**src/rtl/forwarding_unit.sv**
```systemverilog
// forwarding_unit: EX-stage operand forwarding selects for the 5-stage RV32 pipeline.
// forward_a/forward_b are purely combinational. The forwarding-event statistics
// counters are only built when FORWARDING_STATS_EN is defined; otherwise
// fwd_ex_cnt/fwd_mem_cnt read constant 0 and clk/rst/cnt_en/cnt_clr are ignored.
// Select encoding: 00 register file, 01 EX/MEM ALU result, 10 MEM/WB write-back data.
module forwarding_unit #(
  parameter int REG_ADDR_W = 5,
  parameter int CNT_W      = 32
) (
  input  logic                  clk,
  input  logic                  rst,
  input  logic [REG_ADDR_W-1:0] id_ex_rs1,
  input  logic [REG_ADDR_W-1:0] id_ex_rs2,
  input  logic [REG_ADDR_W-1:0] ex_mem_rd,
  input  logic                  ex_mem_regwrite,
  input  logic [REG_ADDR_W-1:0] mem_wb_rd,
  input  logic                  mem_wb_regwrite,
  input  logic                  cnt_en,
  input  logic                  cnt_clr,
  output logic [1:0]            forward_a,
  output logic [1:0]            forward_b,
  output logic [CNT_W-1:0]      fwd_ex_cnt,
  output logic [CNT_W-1:0]      fwd_mem_cnt
);

  localparam logic [1:0] SEL_RF  = 2'b00;
  localparam logic [1:0] SEL_EX  = 2'b01;
  localparam logic [1:0] SEL_MEM = 2'b10;

  // x0 is hardwired to zero, so a write to it must never be forwarded.
  logic w_ex_valid;
  logic w_mem_valid;
  assign w_ex_valid  = ex_mem_regwrite && (ex_mem_rd != '0);
  assign w_mem_valid = mem_wb_regwrite && (mem_wb_rd != '0);

  // Operand A select; EX/MEM wins over MEM/WB since it holds the younger value.
  always_comb begin
    forward_a = SEL_RF;
    if (w_ex_valid && (ex_mem_rd == id_ex_rs1)) begin
      forward_a = SEL_EX;
    end else if (w_mem_valid && (mem_wb_rd == id_ex_rs1)) begin
      forward_a = SEL_MEM;
    end
  end

  // Operand B select, same priority rule evaluated independently of A.
  always_comb begin
    forward_b = SEL_RF;
    if (w_ex_valid && (ex_mem_rd == id_ex_rs2)) begin
      forward_b = SEL_EX;
    end else if (w_mem_valid && (mem_wb_rd == id_ex_rs2)) begin
      forward_b = SEL_MEM;
    end
  end

`ifdef FORWARDING_STATS_EN
  logic [1:0]       w_inc_ex;
  logic [1:0]       w_inc_mem;
  logic [CNT_W:0]   w_sum_ex;
  logic [CNT_W:0]   w_sum_mem;
  logic [CNT_W-1:0] w_next_ex;
  logic [CNT_W-1:0] w_next_mem;
  logic [CNT_W-1:0] r_fwd_ex_cnt;
  logic [CNT_W-1:0] r_fwd_mem_cnt;

  // Per-cycle forward events (0, 1 or 2) and saturating next counter values;
  // the extra sum bit flags overflow so the counter pins at all-ones.
  always_comb begin
    w_inc_ex   = {1'b0, (forward_a == SEL_EX)}  + {1'b0, (forward_b == SEL_EX)};
    w_inc_mem  = {1'b0, (forward_a == SEL_MEM)} + {1'b0, (forward_b == SEL_MEM)};
    w_sum_ex   = {1'b0, r_fwd_ex_cnt}  + {{(CNT_W-1){1'b0}}, w_inc_ex};
    w_sum_mem  = {1'b0, r_fwd_mem_cnt} + {{(CNT_W-1){1'b0}}, w_inc_mem};
    w_next_ex  = w_sum_ex[CNT_W]  ? '1 : w_sum_ex[CNT_W-1:0];
    w_next_mem = w_sum_mem[CNT_W] ? '1 : w_sum_mem[CNT_W-1:0];
  end

  // Statistics counters: async reset, synchronous clear beats counting.
  always_ff @(posedge clk or posedge rst) begin
    if (rst) begin
      r_fwd_ex_cnt  <= '0;
      r_fwd_mem_cnt <= '0;
    end else if (cnt_clr) begin
      r_fwd_ex_cnt  <= '0;
      r_fwd_mem_cnt <= '0;
    end else if (cnt_en) begin
      r_fwd_ex_cnt  <= w_next_ex;
      r_fwd_mem_cnt <= w_next_mem;
    end
  end

  assign fwd_ex_cnt  = r_fwd_ex_cnt;
  assign fwd_mem_cnt = r_fwd_mem_cnt;
`else
  // Counters not built: the clocking/control inputs are deliberately unused.
  logic w_unused;
  assign w_unused    = ^{clk, rst, cnt_en, cnt_clr};
  assign fwd_ex_cnt  = '0;
  assign fwd_mem_cnt = '0;
`endif

endmodule

```
**config.mk**
```make
export PLATFORM = sky130hd
export DESIGN_NAME = forwarding_unit
export DESIGN_NICKNAME = d
export VERILOG_FILES = /design/src/rtl/forwarding_unit.sv
export SDC_FILE = /design/constraint.sdc
export NUM_CORES = 1
export LEC_CHECK = 0
export ABC_CLOCK_PERIOD_IN_PS = 1800
export CORE_ASPECT_RATIO = 0.7
export CORE_MARGIN = 2
export CORE_UTILIZATION = 24
export DETAILED_ROUTE_END_ITERATION = 8
export PLACE_DENSITY = 0.78
export SETUP_SLACK_MARGIN = 0.05
export SLEW_MARGIN = 10
export SYNTH_ARGS = -nofsm -noshare
export SYNTH_HDL_FRONTEND = slang
export SYNTH_SLANG_ARGS = --single-unit
```
**constraint.sdc**
```tcl
create_clock -name vclk -period 1.8
set_clock_uncertainty 0.1 [all_clocks]
set_input_delay 0.45 -clock vclk [all_inputs]
set_output_delay 0.45 -clock vclk [all_outputs]
set_load 0.1 [all_outputs]
```
### Metal layers overlaid

(4 px per um)
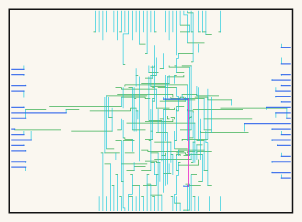
layer	color	wire length
met3	blue	134 um
met4	magenta	21.8 um
met1	green	472 um
met2	cyan	905 um
routed wirelength normalized by instance count: 8.61 um
via count of the routed design: 567

### Cell area per tile

(6 px per um) The die is cut into 7 by 5 equal tiles; black is low, pale yellow is high, 0 to 100% covered.
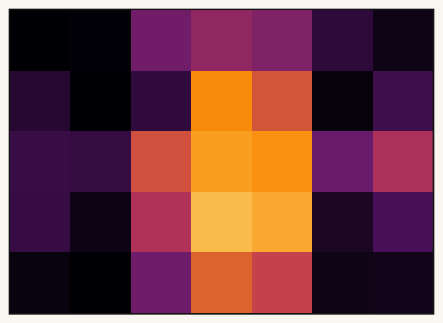
nearly empty tiles	14%
densest ninth of the die	center
mean over tiles	30%
emptiest ninth of the die	north-west
core area: 2860 um2
fin util: 0.382
Floorplan Utilization: 0.259

### Cells colored by class

(4 px per um)
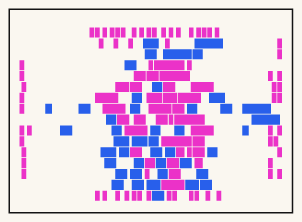
class	color	cells	share of their area
all other logic	magenta	98	60%
other buffers and delay cells	blue	44	40%
standard-cell rows: 16
post-route standard cell area excluding fillers: 1090 um2
share of cell area taken by flip-flops and latches: 0

### I/O pins on the die edge

(6 px per um) Pins as bars across the die edge, other pins in gray.
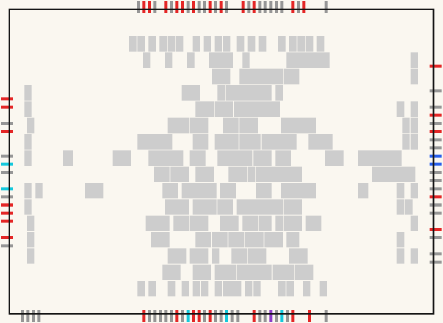
port	color	pins	direction	edge
fwd_mem_cnt	red	32	output	12 north, 8 south, 7 west, 5 east
mem_wb_regwrite	purple	1	input	south
id_ex_rs2	cyan	5	input	3 south, 2 west
forward_b	blue	2	output	east
all pins by edge	32 south, 28 north, 20 east, 14 west
Die Y: 50.5 um
Die Span X: 70.5 um
count of port buffers added during placement: 26

==> notes.md <==
Status on the layout run. In this run the power density over the cells is ~700 nW/um2. The layout has 0 clock buffers. Setup repair after global routing could not meet its margin everywhere.

Length of the first detailed-routing pass in iterations landed at 2. The arrival time of data at the worst endpoint is listed as about 1.9 ns. Per the cell usage report, the commonest logic cell in the layout is sky130_fd_sc_hd__conb_1. Count of different cell masters after synthesis landed at 11.

Fraction of power spent switching nets landed at 0.867. The final reports fail on setup timing. The die covers 3560 um2. Power share of the sequential group landed at 0.

Per the run report, area growth between synthesis and finish was 47.6%. The worst setup path is launched from an input pin. Share of synthesized area occupied by flip-flops and latches landed at 0. Max fanout on the critical path was recorded as 2. Checking hold timing, the worst path is listed with class in2out.

Per the run summary, max-cap violations total 0. Number of placed instances, taps included landed at 178. Internal cell power landed at roughly 100 uW. In this run the static leakage power is between 0.5 and 0.6 nW. Remaining global-route overflow landed at 0. Power share of the clock group landed at 0. STA lists the startpoint of the worst hold path as id_ex_rs1[2]. Average instance area after synthesis landed at 7.49 um2. Net switching power landed at approximately 660 uW. The initial antenna violation count is 0. Final tally of hold violations landed at 0. The synthesis report lists the Yosys warning total as 0. 94 I/O pins were placed. Total count of max-transition violations in the final report landed at 0.

After layout, the worst setup slack is -0.615 ns. Total buffers and inverters traversed by the critical path landed at 2. Hold analysis lists the worst path endpoint as forward_a[1]. Grouping stages by cell kind, the critical path spends the most delay in simple AND/OR/NAND/NOR gates.

The flow ran to the end, but the final reports show violations. Per the gpl log, the routability congestion estimate is between 0.7 and 0.8. Listed in order, past its start point the critical path passes buf_6 > or4_4 > o21ai_4 > nor4_4 > nor4_4 > buf_12. Final period demand of the worst path landed at 2.42 ns. Per the final layout report, the fraction of cells sized above drive strength 1 comes to 0.296.

Required time at the endpoint of the critical path landed at ~1.3 ns. The largest individual stage delay along the critical path comes from the cell sky130_fd_sc_hd__or4_4. Setup violation total in the final timing report landed at 4.

The final layout reports a setup TNS of -2.10 ns. Flop count landed at 0. Total wire length after detailed routing landed at roughly 1500 um.

The setup path with the least slack is of type in2out. The sequential cells in the finished layout cover a total of 0 um2. Detailed placement finished with a half-perimeter wire length of around 1400 um. Number of global-route vias before repair landed at between 400 and 500. By instance count after routing, the leading logic cell types are sky130_fd_sc_hd__conb_1, sky130_fd_sc_hd__buf_4, sky130_fd_sc_hd__dlygate4sd2_1. Number of DRC markers after the initial detailed-route iteration landed at 4.

Final net count landed at 170. Per STA, the library cell used most along the worst path is sky130_fd_sc_hd__nor4_4. The final antenna diode tally reported by the flow is 0.

The final timing summary puts the cycle share of the worst path at 1.34. The share of total power dissipated in combinational logic is 1.000. Largest stage delay on the critical path landed at ~0.54 ns. The routed design shows a via density per instance of 3.19. Per the Yosys statistics, synthesis produced ~99 cells. Hold buffer count at CTS landed at 0. For this run, the chip area from Yosys synthesis comes to 742 um2.

The worst setup path is captured at an output pin. Maximum resistive drop on vdd landed at about 0.23 mV. Non-filler instance count after layout landed at between 150 and 200.

Before any placement, the netlist area is recorded as 742 um2. Number of cells on the worst hold path landed at 5. Warnings raised by the tools during the run amount to 40.

Entering global routing, the biggest net connects 4 pins. DRC violation count after routing landed at 0. The first global-routing pass estimated roughly 2200 um of wire. Global router's overall resource usage landed at 0.0777. The cell count after synthesis came out at ~99.

Derived from the worst setup path, the maximum achievable clock frequency is between 0.4 and 0.5 GHz. Residual antenna-violating net count after detailed routing landed at 0.
-- layer usage --
layer  part of all wire  wire length (um)  global-route usage  vias to the layer above
li1                   -                 -                   -                      272
met1               0.31               472              0.0828                      257
met2               0.59               904               0.165                       36
met3              0.087               133             0.00803                        2
met4              0.014                21              0.0128                        0
met5                  0                 0                   0                        -
-- logic make-up (layout without fill, tap and decap cells) --
kind of cell / Yosys count / after routing / synth area share
other: 1 / 64 / 0.00505
and+or+nand+nor: 13 / 13 / 0.0995
AOI/OAI and AO/OA: 1 / 1 / 0.0118
xor gates and xnor gates: 20 / 20 / 0.236
buffers and inverters: 64 / 44 / 0.648
-- cell type report --
| cell class | count | area (um2) |
|---|---|---|
| fillers | 308 | 1770 |
| multi-input cells | 98 | 632 |
| well taps | 36 | 45.0 |
| repair buffers | 44 | 418 |
-- cell usage after synthesis --
library cell	n	area, um2
sky130_fd_sc_hd__or4_1	2	15.0
sky130_fd_sc_hd__buf_4	64	480
sky130_fd_sc_hd__nor2_1	1	3.75
sky130_fd_sc_hd__nand3_1	2	10.0
sky130_fd_sc_hd__nand4_1	2	12.5
sky130_fd_sc_hd__xnor2_1	16	140
sky130_fd_sc_hd__o21ai_2	1	8.76
sky130_fd_sc_hd__nand2_1	2	7.51
sky130_fd_sc_hd__xor2_1	4	35.0
sky130_fd_sc_hd__nor4_1	4	25.0
sky130_fd_sc_hd__conb_1	1	3.75
-- worst max path at each step --
stage | endpoint | startpoint | cells after the start
6_report | forward_b[1] | ex_mem_rd[4] | 6
5_1_grt | forward_b[1] | ex_mem_rd[4] | 6
4_1_cts | forward_b[1] | ex_mem_rd[4] | 6
3_5_place_dp | forward_b[1] | ex_mem_rd[1] | 6
3_3_place_gp | forward_b[1] | ex_mem_rd[1] | 6
2_1_floorplan | forward_a[1] | ex_mem_rd[1] | 4
-- stage by stage --
| step | setup WS [ns] | cell area (um2) | power [mW] | hold WS (ns) |
|---|---|---|---|---|
| after floorplan | -1.21 | 1090 | 0.768 | 1.00 |
| after global placement | -0.962 | 1090 | 0.766 | 1.57 |
| after detailed placement | -0.984 | 1090 | 0.770 | 1.58 |
| after CTS | -0.667 | 1090 | 0.763 | 1.43 |
| after global routing | -0.652 | 1090 | 0.787 | 1.47 |
| final | -0.615 | 1090 | 0.766 | 1.42 |
-- power by group through the flow --
stage                     logic [mW]  registers (mW)  clock network (mW)
final                          0.766               0                   0
after global routing           0.787               0                   0
after detailed placement       0.770               0                   0
after global placement         0.766               0                   0
after floorplan                0.768               0                   0
after CTS                      0.763               0                   0
-- timing repair --
item	4_1_cts	5_1_grt
resized	38	2
pin swaps	9	2
setup buffers	2	1
cloned	0	0
setup endpoints to repair	4	4
Power figures rest on the tool's default switching activity, not on a simulated workload.
